==> src/rtl/cpu_pkg.sv <==
// Shared CPU front-end definitions: data widths, reset defaults, fetch
// state encodings, the fetch-queue entry layout and the fetch range check.
package cpu_pkg;

  localparam int XLEN    = 32;
  localparam int INSTR_W = 32;

  localparam logic [XLEN-1:0] RESET_PC_DEFAULT  = 32'h0000_0000;
  localparam int              MEM_WORDS_DEFAULT = 1024;

  // Fetch state encodings, kept as plain constants for legacy tools.
  localparam logic [1:0] ST_RUN    = 2'd0;
  localparam logic [1:0] ST_HALTED = 2'd1;
  localparam logic [1:0] ST_FAULT  = 2'd2;

  typedef struct packed {
    logic [INSTR_W-1:0] instr;
    logic [XLEN-1:0]    pc;
  } fetch_entry_t;

  // Widened by one bit so the byte limit cannot overflow for large memories.
  function automatic logic pc_in_range(input logic [XLEN-1:0] pc,
                                       input int unsigned     mem_words);
    return {1'b0, pc} < (33'(mem_words) << 2);
  endfunction

endpackage

==> src/rtl/imem_fetch_ctrl_if.sv <==
// Fetch-to-decode handshake: the fetch side presents {instr, pc} with
// out_valid, and decode accepts the head entry with out_ready.
interface imem_fetch_ctrl_if;
  import cpu_pkg::*;

  logic               out_valid;
  logic               out_ready;
  logic [INSTR_W-1:0] out_instr;
  logic [XLEN-1:0]    out_pc;

  modport master (output out_valid, out_instr, out_pc, input out_ready);
  modport slave  (input out_valid, out_instr, out_pc, output out_ready);

endinterface

==> src/rtl/imem_fetch_ctrl_fetch_queue.sv <==
// DEPTH-entry synchronous FIFO of {instr, pc}; a flush empties it in one
// cycle and a push is accepted while full when a pop happens the same cycle.
module fetch_queue
  import cpu_pkg::*;
#(
  parameter  int DEPTH = 2,
  localparam int AW    = $clog2(DEPTH),
  localparam int CW    = AW + 1
) (
  input  logic         clk,
  input  logic         reset,
  input  logic         push,
  input  logic         pop,
  input  logic         flush,
  input  fetch_entry_t wr_data,
  output fetch_entry_t rd_data,
  output logic [CW-1:0] count,
  output logic         empty
);

  fetch_entry_t  mem [DEPTH];
  logic [AW-1:0] wr_ptr;
  logic [AW-1:0] rd_ptr;
  logic          full;
  logic          do_push;
  logic          do_pop;

  assign empty   = (count == '0);
  assign full    = (count == CW'(DEPTH));
  assign do_pop  = pop & ~empty;
  assign do_push = push & (~full | do_pop);
  assign rd_data = mem[rd_ptr];

  always_ff @(posedge clk) begin
    if (reset) begin
      wr_ptr <= '0;
      rd_ptr <= '0;
      count  <= '0;
      // NOTE: storage is reset only because the head must read as zero out
      // of reset; with a handful of entries this is cheap, unlike a RAM.
      for (int i = 0; i < DEPTH; i++) mem[i] <= '0;
    end else if (flush) begin
      wr_ptr <= '0;
      rd_ptr <= '0;
      count  <= '0;
    end else begin
      if (do_push) begin
        mem[wr_ptr] <= wr_data;
        wr_ptr      <= wr_ptr + 1'b1;
      end
      if (do_pop) rd_ptr <= rd_ptr + 1'b1;
      count <= count + CW'(do_push) - CW'(do_pop);
    end
  end

endmodule

==> src/rtl/imem_fetch_ctrl.sv <==
// Instruction fetch sequencer: owns the PC, reads the combinational imem,
// queues {instr, pc} for decode, and handles redirect, halt and fetch faults.
module imem_fetch_ctrl
  import cpu_pkg::*;
#(
  parameter logic [XLEN-1:0] RESET_PC  = RESET_PC_DEFAULT,
  parameter int              MEM_WORDS = MEM_WORDS_DEFAULT,
  parameter int              DEPTH     = 2
) (
  input  logic                  clk,
  input  logic                  reset,
  output logic [XLEN-1:0]       imem_addr,
  input  logic [INSTR_W-1:0]    imem_instr,
  input  logic                  halt,
  input  logic                  redirect_valid,
  input  logic [XLEN-1:0]       redirect_target,
  imem_fetch_ctrl_if.master     dec,
  output logic                  fault,
  output logic [XLEN-1:0]       fault_pc,
  output logic [31:0]           issued_count
);

  localparam int CW = $clog2(DEPTH) + 1;

  logic [XLEN-1:0] pc;
  logic [1:0]      state;
  logic [CW-1:0]   q_count;
  logic            q_empty;
  fetch_entry_t    q_head;
  logic            pop;
  logic            can_fetch;
  logic            fetch;
  logic            oor_fault;
  logic            misalign_fault;

  assign imem_addr     = pc;
  assign fault         = (state == ST_FAULT);
  assign dec.out_valid = ~q_empty;
  assign dec.out_instr = q_head.instr;
  assign dec.out_pc    = q_head.pc;

  assign pop       = dec.out_valid & dec.out_ready;
  assign can_fetch = ~halt & ~fault & ~redirect_valid &
                     ((q_count < CW'(DEPTH)) | pop);
  // A fetch that would leave the memory becomes a fault instead of a push.
  assign fetch          = can_fetch &  pc_in_range(pc, MEM_WORDS);
  assign oor_fault      = can_fetch & ~pc_in_range(pc, MEM_WORDS);
  assign misalign_fault = redirect_valid & ~fault & (redirect_target[1:0] != 2'b00);

  fetch_queue #(.DEPTH(DEPTH)) u_queue (
    .clk     (clk),
    .reset   (reset),
    .push    (fetch),
    .pop     (pop),
    .flush   (redirect_valid),
    .wr_data ('{instr: imem_instr, pc: pc}),
    .rd_data (q_head),
    .count   (q_count),
    .empty   (q_empty)
  );

  // NOTE: all state below uses non-blocking assignments so every register
  // samples the pre-edge values of the others, whatever the statement order.
  always_ff @(posedge clk) begin
    if (reset) begin
      pc           <= RESET_PC;
      state        <= ST_RUN;
      fault_pc     <= '0;
      issued_count <= '0;
    end else begin
      // Once faulted, redirects still flush the queue but no longer steer pc.
      if (redirect_valid && !fault) pc <= redirect_target;
      else if (fetch)               pc <= pc + 32'd4;

      if (misalign_fault)  fault_pc <= redirect_target;
      else if (oor_fault)  fault_pc <= pc;

      if (misalign_fault || oor_fault) state <= ST_FAULT;
      else if (state != ST_FAULT)      state <= halt ? ST_HALTED : ST_RUN;

      if (pop) issued_count <= issued_count + 32'd1;
    end
  end

endmodule

==> src/flat_wrapper.sv <==
// flat-port wrapper written by rule: the top's interface ports become plain ports
module imem_fetch_ctrl_flat import cpu_pkg::*;
#(
  parameter logic [XLEN-1:0] RESET_PC  = RESET_PC_DEFAULT,
  parameter int              MEM_WORDS = MEM_WORDS_DEFAULT,
  parameter int              DEPTH     = 2
)
  (clk, reset, imem_addr, imem_instr, halt, redirect_valid, redirect_target, fault, fault_pc, issued_count, dec_out_valid, dec_out_instr, dec_out_pc, dec_out_ready);
  imem_fetch_ctrl_if dec_i ();
  input  logic clk;
  input  logic reset;
  output logic [XLEN-1:0] imem_addr;
  input  logic [INSTR_W-1:0] imem_instr;
  input  logic halt;
  input  logic redirect_valid;
  input  logic [XLEN-1:0] redirect_target;
  output logic fault;
  output logic [XLEN-1:0] fault_pc;
  output logic [31:0] issued_count;
  output wire logic [$bits(dec_i.out_valid)-1:0] dec_out_valid;
  output wire logic [$bits(dec_i.out_instr)-1:0] dec_out_instr;
  output wire logic [$bits(dec_i.out_pc)-1:0] dec_out_pc;
  input wire logic [$bits(dec_i.out_ready)-1:0] dec_out_ready;
  assign dec_out_valid = dec_i.out_valid;
  assign dec_out_instr = dec_i.out_instr;
  assign dec_out_pc = dec_i.out_pc;
  assign dec_i.out_ready = dec_out_ready;
  imem_fetch_ctrl #(.RESET_PC(RESET_PC), .MEM_WORDS(MEM_WORDS), .DEPTH(DEPTH)) u_core (.clk(clk), .reset(reset), .imem_addr(imem_addr), .imem_instr(imem_instr), .halt(halt), .redirect_valid(redirect_valid), .redirect_target(redirect_target), .dec(dec_i), .fault(fault), .fault_pc(fault_pc), .issued_count(issued_count));
endmodule
==> config.mk <==
export PLATFORM = sky130hd
export DESIGN_NAME = imem_fetch_ctrl_flat
export DESIGN_NICKNAME = d
export VERILOG_FILES = /design/src/rtl/cpu_pkg.sv /design/src/rtl/imem_fetch_ctrl_if.sv /design/src/rtl/imem_fetch_ctrl_fetch_queue.sv /design/src/rtl/imem_fetch_ctrl.sv /design/src/flat_wrapper.sv
export SDC_FILE = /design/constraint.sdc
export NUM_CORES = 1
export LEC_CHECK = 0
export CORE_MARGIN = 4
export CORE_UTILIZATION = 50
export DETAILED_ROUTE_END_ITERATION = 16
export HOLD_SLACK_MARGIN = 0.08
export PLACE_DENSITY = 0.8
export SYNTH_ARGS = -nofsm -noshare
export SYNTH_HDL_FRONTEND = slang
export SYNTH_SLANG_ARGS = --single-unit
==> constraint.sdc <==
create_clock -name clk -period 6.4 [get_ports clk]
set_clock_uncertainty 0.15 [all_clocks]
set_input_delay 0.96 -clock clk [delete_from_list [all_inputs] [get_ports clk]]
set_output_delay 0.96 -clock clk [all_outputs]
set_load 0.005 [all_outputs]
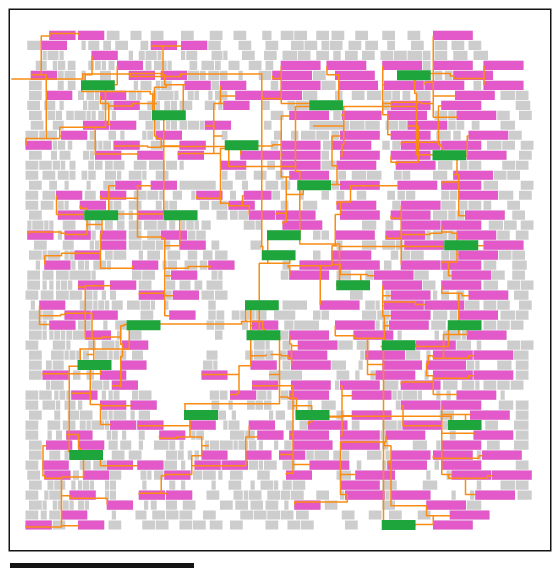
*Clock wires, drivers and flops, run 1*
The bar under the picture is 50 µm long.
[flip-flops] magenta | count: 231
[clock wires] orange | length: 2580 µm
[clock-net drivers] green | count: 24
flops lie: all over the die
routed clock nets: 25

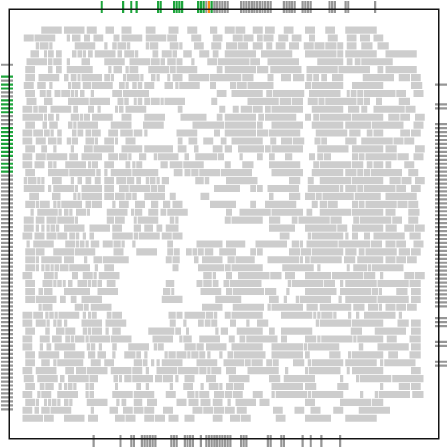
*Ports around the boundary, run 1*
Pins as bars across the die edge, other pins in grey.
[reset] orange | pins: 1 | direction: input | edge: north
[issued_count] green | pins: 32 | direction: output | edge: 18 west, 14 north
all pins by edge: 86 west, 57 east, 49 north, 39 south

==> impl_metrics.yaml, run 1 <==
# flow metrics
yosys:
  synth_flops: 231
  ys_chip_area_um2: 9660
  yosys_warnings: 0
  ys_cells: 817
  syn_area_per_cell_um2: 11.8
  yosysTopAreaCellShare: 0.398
  ys_top_cells_by_area: "edfxtp_1, dfxtp_1, mux2_2, and2_1, nand2_1"
  ys_types: 54
final_timing:
  layout_min_cycle_time_ns: 3.89
  period_used_share: 0.608
clock_network:
  cts_tree: "yes"
  clockBufferDepth: 3
  clockRootBuffer: "clkbuf_16"
  cts_hold_buf: 0
  cts_resized: 0
hold_path:
  worstHoldPathCells: 2
layout:
  non_clock_inverter_count: 4
  comb_area_um2: 3720
  nNonClkBuffers: 239
  buffer_area_frac: 0.181
  syn_to_final_growth_pct: 35.4
  logic_gates: 573
  largestClassByArea: "registers"
  fin_area_um2: 13100
routing:
  wirelength_um: 22800
  drt_iter0_drc: 294
  drc: 0
  ant_nets: 0
grt:
  grt_pass1_vias: 7227
  antenna_found_initial: 0
  overflow: 0
critical_path:
  critPathMaxFanout: 40
  slowest_delay_ns: 0.82
  critPathArrivalTime_ns: 3.90
  cp.depth: 6
power:
  intPower_uw: 2610
  p_seq_frac: 0.502
  power_frac_comb: 0.106
  power_density_nw_per_um2: 257
  p_sw_uw: 749
place:
  post_dp_cell_area_um2: 12300
die:
  num_rows: 50
outcome:
  status: "finished, final reports clean"
flow_run:
  cap_viol_max_count: 0
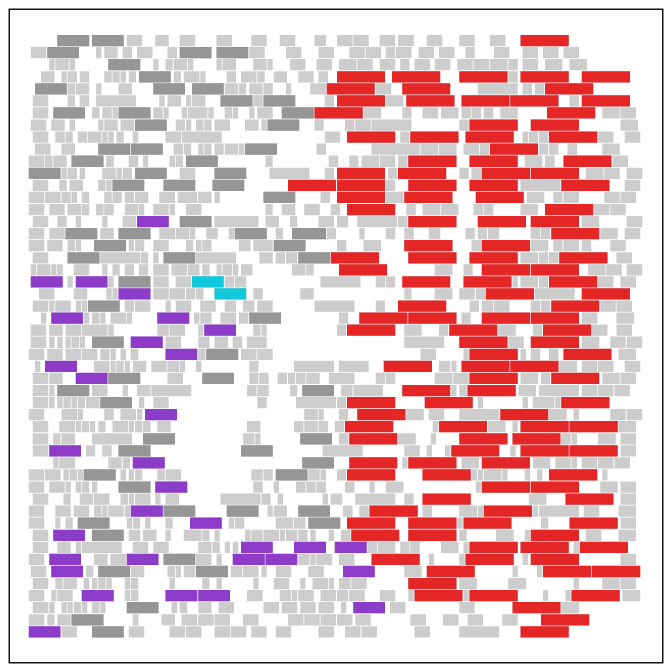
*Register map, names as in the netlist, run 1*
[u_core.u_queue.mem] red | sequential cells: 128
[u_core.fault_pc] purple | sequential cells: 32
[u_core.state] cyan | sequential cells: 2

## run 1: cells by family after synthesis
kind of cell,Yosys count,synth area share
multiplexers,78,0.0891
flip-flops,231,0.612
adder cells (fa/ha/maj),3,0.00389
other,1,0.000388
AND/OR/NAND/NOR,331,0.177
XOR/XNOR,35,0.0317
AND-OR/OR-AND,86,0.0635
buffers and inverters,52,0.0225
## run 1: metrics by stage
step | power (µW) | util | cells | hold WS (ns) | setup WS, ns
2_1_floorplan | 1860 | - | 856 | 0.322 | 0.857
3_3_place_gp | 2070 | 0.655 | 1307 | 0.322 | 2.02
3_5_place_dp | 2070 | 0.655 | 1307 | 0.326 | 1.94
4_1_cts | 3390 | 0.695 | 1351 | 0.335 | 2.47
5_1_grt | 3500 | 0.695 | 1351 | 0.366 | 2.26
6_report | 3360 | 0.695 | 1351 | 0.337 | 2.51
## run 1: flip-flops by register name, summed over array words and instances (netlist names), named ones only
signal and flops:
u_core.u_queue.count 2, u_core.imem_addr 32, u_core.state 2, u_core.u_queue.rd_ptr 1, u_core.issued_count 32, u_core.u_queue.mem 128, u_core.fault_pc 32, u_core.u_queue.wr_ptr 1
## run 1: tightest hold or removal path, cell delays in order (launching register included)
cell      delay [ns]
dfxtp_1         0.31
nand2_1         0.05
a311oi_1        0.07
## run 1: metal layers
layer  global-route usage  up-vias  share of wire
met4               0.0485        0          0.017
met5                    0        -              0
li1                     -     3418              -
met1                0.271     3343           0.42
met2                0.338      249           0.47
met3               0.0682       35          0.096
## run 1: power groups by stage
stage	Sequential, µW	Clock, µW	Combinational, µW
3_3_place_gp	1710	0	353
2_1_floorplan	1710	0	151
6_report	1680	1320	355
4_1_cts	1680	1350	358
5_1_grt	1690	1420	388
3_5_place_dp	1720	0	355
### Met4 routing, run 1

Cells faint in the background.
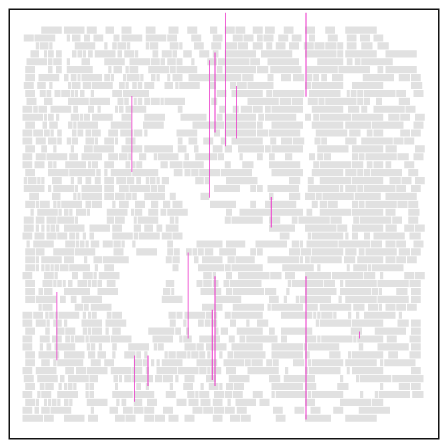

==> run 1 -> run 2 <==
- clock period: 6.4 -> 4.1 ns (I/O delays scaled with it)
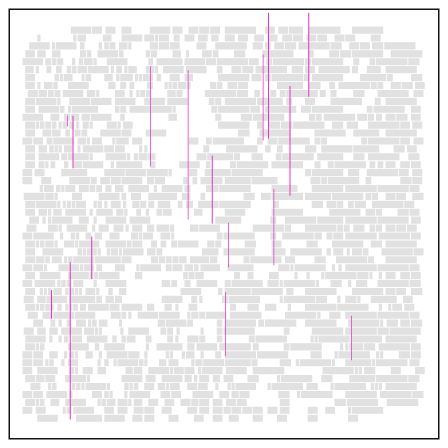
*Met4 routing, run 2*
Cells faint in the background.
longest straight run: 53.7 µm
wire length on this layer: 422 µm
share of all routed wire: 1.8%
nets with wire on the layer: 9

==> impl_metrics.yaml, run 2 <==
# flow metrics
outcome:
  status: "finished, final reports clean"
layout:
  largest_reg_flops: 128
  final_util: 0.703
  diodes: 0
  top_register: "u_core.u_queue.mem"
  stdcell_count: 1354
  syn_to_final_growth_pct: 37.1
  drive_gt1_frac: 0.122
  fin_area_um2: 13200
clock_network:
  cts_hold_buf: 0
  cts_resized: 0
  cts_tree: "yes"
  clockBufferDepth: 3
  cts_buffers: 24
  path_clk_slew_ns: 0.07
  clockRootBuffer: "clkbuf_16"
grt:
  antenna_found_initial: 0
  grt_pass1_wl_um: 37300
  gr-usage-met1: 0.263
  met3_usage: 0.0716
  grt.met2_usage: 0.350
  grt_max_degree: 65
  overflow: 0
  grt_pass1_vias: 7109
  grt-busiest-layer: "met2"
critical_path:
  critPathMaxFanout: 28
  critPathArrivalTime_ns: 2.53
  slowest_delay_ns: 0.76
yosys:
  ys_sh_adder: 0.00389
  synthTopLogicFamily: "simple AND/OR/NAND/NOR gates"
  ys_sh_simple: 0.177
  yosysTopAreaCellShare: 0.398
  ys_types: 54
  yosys_warnings: 0
  synthAoiAreaFrac: 0.0635
  top_cells_by_count: "edfxtp_1, dfxtp_1, and2_1, nand2_1, nor2_1"
  ys_async_sr_fraction: 0
  ys_chip_area_um2: 9660
  synth_flops: 231
  ys_sh_xor: 0.0317
  ys_cells: 817
  synthMuxAreaShare: 0.0891
  ys_top_cells_by_area: "edfxtp_1, dfxtp_1, mux2_2, and2_1, nand2_1"
  syn_area_per_cell_um2: 11.8
routing:
  ant_nets: 0
  wirelength_um: 23500
  drt_iter0_drc: 372
  post_drt_via_cell_ratio: 5.26
  drc: 0
final_timing:
  holdWs_ns: 0.337
  period_used_share: 0.803
  rsz0062_at_grt: "false"
  layout_min_cycle_time_ns: 3.29
  slew_viol_final: 0
  fin_ws_ns: 0.807
  timing.fmax_mhz: 304
  setup_tns_ns: 0
hold_path:
  worstHoldPathCells: 2
  whs_endpoint: "u_core.fault_pc[18]$_SDFFE_PP0P_"
  hp-class: "flop to flop"
power:
  finalPower_uw: 5480
  power_density_nw_per_um2: 414
  ir_drop_uv: 275
die:
  num_rows: 50
  fp.dieW_um: 147
place:
  post_dp_cell_area_um2: 12400
  pre_cts_ws_ns: 0.791
  dp_hpwl_um: 15400
  placedCellCount: 1310
flow_run:
  log.warning_count: 26
  cap_viol_max_count: 0
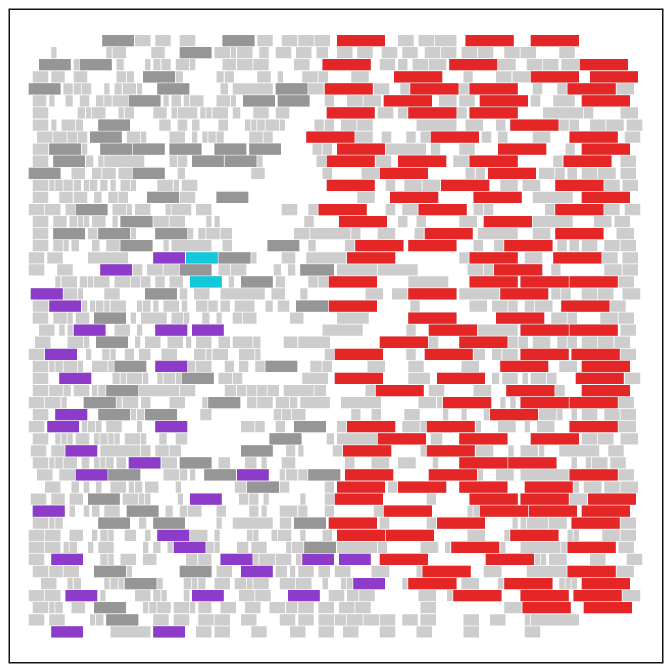
*Register map, names as in the netlist, run 2*
[u_core.fault_pc] purple | sequential cells: 32
[u_core.u_queue.mem] red | sequential cells: 128
[u_core.state] cyan | sequential cells: 2

[run 2: netlist changes by cell type in the layout (fill, tap and decap cells not counted), sizes merged]
cell	previous run	this run
clkinv	4	8
buf	10	13
bufinv	1	2
clkinvlp	2	0
inv	6	4
clkbuf	35	34
[run 2: cell type report]
class,instances,area [µm²]
inverter,4,15.0
clock buffer,34,763
fill,1381,5590
tap,260,325
clock inverter,10,97.6
timing repair buffer,242,2410
multi-input combinational,573,3720
sequential,231,5910
[run 2: tightest hold or removal path, cell delays in order (launching register included)]
cell and delay (ns):
dfxtp_1 0.31, nand2_1 0.05, a311oi_1 0.08
[run 2: routing by layer]
metal / vias to the layer above / part of all wire
li1: 3418 / -
met1: 3415 / 0.41
met2: 248 / 0.48
met3: 36 / 0.095
met4: 0 / 0.018
met5: - / 0
[run 2: kinds of logic after synthesis]
family | Yosys count
flip-flops | 231
buffers and inverters | 52
XOR/XNOR | 35
adder cells (fa/ha/maj) | 3
other | 1
multiplexers | 78
AND/OR/NAND/NOR | 331
AND-OR/OR-AND | 86
[run 2: report_power, final]
part	internal [µW]	switching [µW]	leakage, µW
sequential	2560	70.5	0.00214
combinational	304	251	0.00230
clock	1420	876	0.000431
[run 2: worst max-delay path by stage]
stage                   start                                 endpoint  slack [ns]  cells after the start
2_1_floorplan  redirect_valid   u_core.u_queue.mem[0][0]$_SDFFCE_PN0P_        0.26                      4
3_3_place_gp    dec_out_ready  u_core.u_queue.mem[1][13]$_SDFFCE_PN0P_        0.87                      6
3_5_place_dp    dec_out_ready  u_core.u_queue.mem[1][27]$_SDFFCE_PN0P_        0.79                      6
4_1_cts                  flop                            dec_out_pc[5]        0.72                      3
5_1_grt                  flop                            dec_out_pc[4]        0.66                      3
6_report                 flop                            dec_out_pc[5]        0.81                      3
Power and IR drop assume default switching activity.
